File: src/rtl/matrix_stream_loader.sv
// Byte-stream front end for a parallel N x N matrix multiplier: loads A then B
// element by element, pulses start, captures C on done and streams it back out.
module matrix_stream_loader #(
    parameter int DATA_W  = 8,
    parameter int N       = 3,
    parameter int TIMEOUT = 1024
) (
    input  logic                    clk,
    input  logic                    reset,
    input  logic [DATA_W-1:0]       in_data,
    input  logic                    in_valid,
    output logic                    in_ready,
    output logic [N*N*DATA_W-1:0]   A_flat,
    output logic [N*N*DATA_W-1:0]   B_flat,
    output logic                    start,
    input  logic                    done,
    input  logic [N*N*DATA_W-1:0]   C_flat,
    output logic [DATA_W-1:0]       out_data,
    output logic                    out_valid,
    input  logic                    out_ready,
    output logic                    busy,
    output logic                    err
);

    localparam int NN    = N * N;
    localparam int CNT_W = $clog2(2 * NN);
    localparam int IDX_W = $clog2(NN);
    localparam int TMR_W = $clog2(TIMEOUT);

    typedef enum logic [1:0] {
        S_LOAD,
        S_START,
        S_WAIT,
        S_DRAIN
    } state_t;

    state_t                 r_state;
    logic [CNT_W-1:0]       r_count;
    logic [IDX_W-1:0]       r_j;
    logic [TMR_W-1:0]       r_timer;
    logic [DATA_W-1:0]      r_a [NN];
    logic [DATA_W-1:0]      r_b [NN];
    logic [DATA_W-1:0]      r_c [NN];
    logic                   r_in_ready;
    logic                   r_start;
    logic                   r_out_valid;
    logic [DATA_W-1:0]      r_out_data;
    logic                   r_err;

    logic [DATA_W-1:0]      w_c [NN];
    logic [IDX_W-1:0]       w_load_idx;
    logic                   w_in_fire;
    logic                   w_load_a;

    assign w_in_fire  = in_valid && r_in_ready;
    assign w_load_a   = r_count < CNT_W'(NN);
    assign w_load_idx = w_load_a ? r_count[IDX_W-1:0] : IDX_W'(r_count - CNT_W'(NN));

    // Element k sits at bits [(NN-1-k)*DATA_W +: DATA_W]: row-major, (0,0) in the MSBs.
    always_comb begin
        // NOTE: every combinationally assigned signal gets a full default first so no latch is inferred.
        A_flat = '0;
        B_flat = '0;
        w_c    = '{default: '0};
        for (int k = 0; k < NN; k++) begin
            A_flat[(NN-1-k)*DATA_W +: DATA_W] = r_a[k];
            B_flat[(NN-1-k)*DATA_W +: DATA_W] = r_b[k];
            w_c[k] = C_flat[(NN-1-k)*DATA_W +: DATA_W];
        end
    end

    always_ff @(posedge clk or negedge reset) begin
        if (!reset) begin
            r_state     <= S_LOAD;
            r_count     <= '0;
            r_j         <= '0;
            r_timer     <= '0;
            r_in_ready  <= 1'b0;
            r_start     <= 1'b0;
            r_out_valid <= 1'b0;
            r_out_data  <= '0;
            r_err       <= 1'b0;
            // NOTE: the element stores are small register files, so they are cleared with the rest of the state.
            for (int k = 0; k < NN; k++) begin
                r_a[k] <= '0;
                r_b[k] <= '0;
                r_c[k] <= '0;
            end
        end else begin
            r_start <= 1'b0;
            case (r_state)
                S_LOAD: begin
                    r_in_ready <= 1'b1;
                    if (w_in_fire) begin
                        if (w_load_a) begin
                            r_a[w_load_idx] <= in_data;
                        end else begin
                            r_b[w_load_idx] <= in_data;
                        end
                        if (r_count == CNT_W'(2 * NN - 1)) begin
                            r_count    <= '0;
                            r_in_ready <= 1'b0;
                            r_start    <= 1'b1;
                            r_err      <= 1'b0;
                            r_state    <= S_START;
                        end else begin
                            r_count <= r_count + CNT_W'(1);
                        end
                    end
                end

                S_START: begin
                    r_timer <= '0;
                    r_state <= S_WAIT;
                end

                S_WAIT: begin
                    if (done) begin
                        r_c         <= w_c;
                        r_out_data  <= w_c[0];
                        r_out_valid <= 1'b1;
                        r_j         <= '0;
                        r_state     <= S_DRAIN;
                    end else if (r_timer == TMR_W'(TIMEOUT - 1)) begin
                        // Abort: the C buffer keeps the previous result.
                        r_err      <= 1'b1;
                        r_count    <= '0;
                        r_in_ready <= 1'b1;
                        r_state    <= S_LOAD;
                    end else begin
                        r_timer <= r_timer + TMR_W'(1);
                    end
                end

                S_DRAIN: begin
                    if (out_ready) begin
                        if (r_j == IDX_W'(NN - 1)) begin
                            r_out_valid <= 1'b0;
                            r_in_ready  <= 1'b1;
                            r_state     <= S_LOAD;
                        end else begin
                            r_j        <= r_j + IDX_W'(1);
                            r_out_data <= r_c[r_j + IDX_W'(1)];
                        end
                    end
                end

                default: r_state <= S_LOAD;
            endcase
        end
    end

    assign in_ready  = r_in_ready;
    assign start     = r_start;
    assign out_valid = r_out_valid;
    assign out_data  = r_out_data;
    assign err       = r_err;
    assign busy      = !((r_state == S_LOAD) && (r_count == '0));

endmodule

File: config.mk
export PLATFORM = sky130hd
export DESIGN_NAME = matrix_stream_loader
export DESIGN_NICKNAME = d
export VERILOG_FILES = /design/src/rtl/matrix_stream_loader.sv
export SDC_FILE = /design/constraint.sdc
export NUM_CORES = 1
export LEC_CHECK = 0
export CAP_MARGIN = 10
export CORE_UTILIZATION = 45
export CTS_BUF_LIST = sky130_fd_sc_hd__clkbuf_8
export CTS_CLUSTER_SIZE = 12
export DETAILED_ROUTE_END_ITERATION = 16
export HOLD_SLACK_MARGIN = 0.12
export PLACE_DENSITY = 0.72
export SYNTH_ARGS = -nofsm -noshare
export SYNTH_HDL_FRONTEND = slang
export SYNTH_SLANG_ARGS = --single-unit
File: constraint.sdc
create_clock -name clk -period 3.4 [get_ports clk]
set_input_delay 0.68 -clock clk [delete_from_list [all_inputs] [get_ports clk]]
set_output_delay 0.68 -clock clk [all_outputs]
set_load 0.005 [all_outputs]
Fig. 1: placement by cell class
(3 px per um) Fill, decap, tap and diode cells in grey.
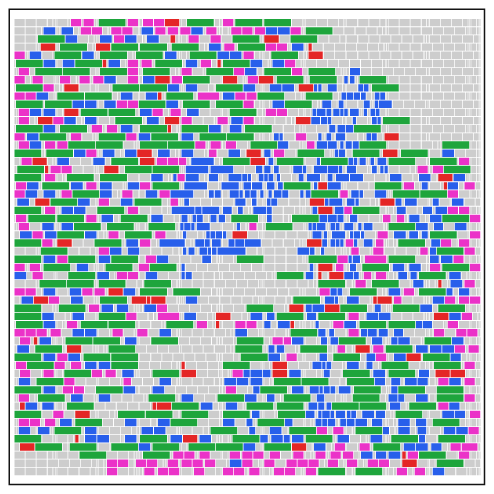
class	colour	cells	share of their area
remaining buffers and delay cells	magenta	265	19%
sequential cells	green	249	44%
clock drivers and dummy loads	red	76	5.9%
combinational and other logic	blue	513	32%

Fig. 2: sequential cells coloured by netlist name
(3 px per um)
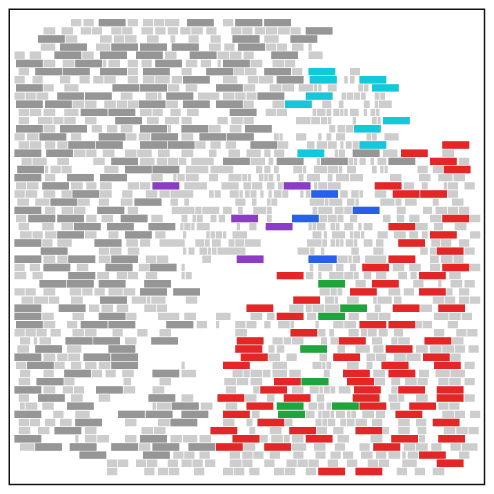
name in the netlist	colour	flops
r_timer	cyan	10
r_j	blue	4
r_c	red	72
out_data	green	8
r_count	purple	5
not coloured	150

==> impl_metrics.ini <==
; flow metrics
[placement]
gp_congestion = 0.803
dp_slack_ns = 0.418

[drt]
detail-route-antenna-nets = 0
first_iter_violations = 366
drcViolationCount = 0

[yosys]
synthDominantCellAreaShare_pct = 57.0
topCellsByArea = dfrtp_1 57%, mux2_2 22%, a2111oi_0 1.4%
synthAoiAreaFrac_pct = 7.42
synthCells = 805
ys_sh_adder_pct = 1.37

[run_status]
status = finished clean

[layout]
lay_top_cells = 248 x dfrtp_1, 240 x clkdlybuf4s50_1, 214 x mux2_2, 55 x clkbuf_8, 32 x nand2_1
stdcell_area_um2 = 14600
logic_area_um2 = 4490
final_cells = 1422

[power]
p_clk_share_pct = 22.7
max-vdd-ir-drop_mv = 0.434

[clocking]
cts_buffer_depth = 3

[setup_path]
crit_path_end = out_data[2]
crit_buf_inv = 0
end_kind = flop

[worst_hold_path]
hold_end = A_flat[30]
Fig. 3: routing congestion
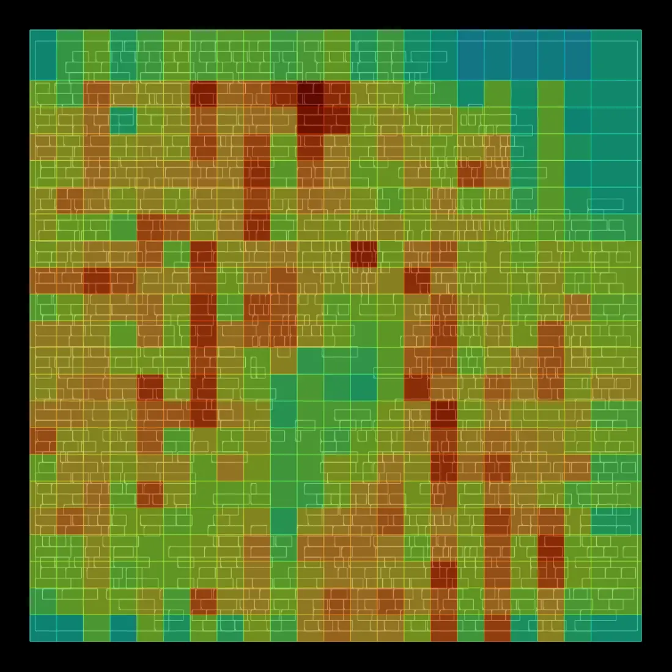
M2 GR Usage: 37.4%
Finished Core Util: 61.8%
DR WL/cell: 20.1 um
Global Route Usage Sum: 23.5%
busiest layer in global routing: met2

Fig. 4: clock distribution
(4 px per um)
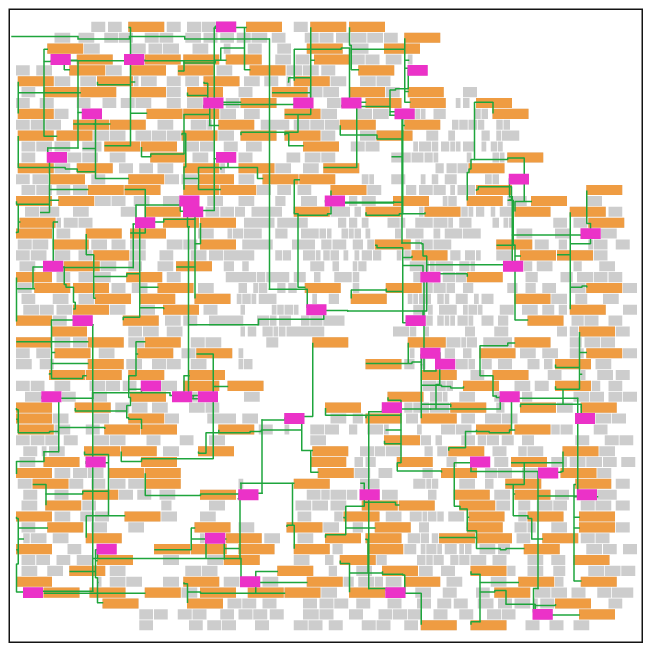
[clock wires] green | length: 3420 um
[flip-flops] orange | count: 249
[clock drivers] magenta | count: 45
flops lie	spread over the die

==> what timing repair did <==
action | CTS | global route
resized | 0 | 0
endpoints found under the hold margin | 3 | 0
hold buffers | 1 | 0
==> metal layers <==
layer  GRT usage (%)  routed length, um  vias to the layer above
met5               0                  0                        -
met4            6.89                647                        0
met3            8.19               2480                       51
met2            37.4              13200                      238
li1                -                  -                     3507
met1            30.1              12300                     3892
==> cells in the mapped netlist (6+ instances only) <==
library cell and count:
o21ai_0 13, a311o_1 8, ha_1 12, nor4_4 6
mux2i_1 11, nor2b_1 25, nand2_1 33, a211o_1 8
buf_2 9, mux2_2 214, a22oi_1 8, nor4_1 12
nand3_1 18, dfrtp_1 249, a21oi_1 13, a2111oi_0 18
a211oi_1 9, inv_1 11, clkbuf_1 29, nor2_1 23
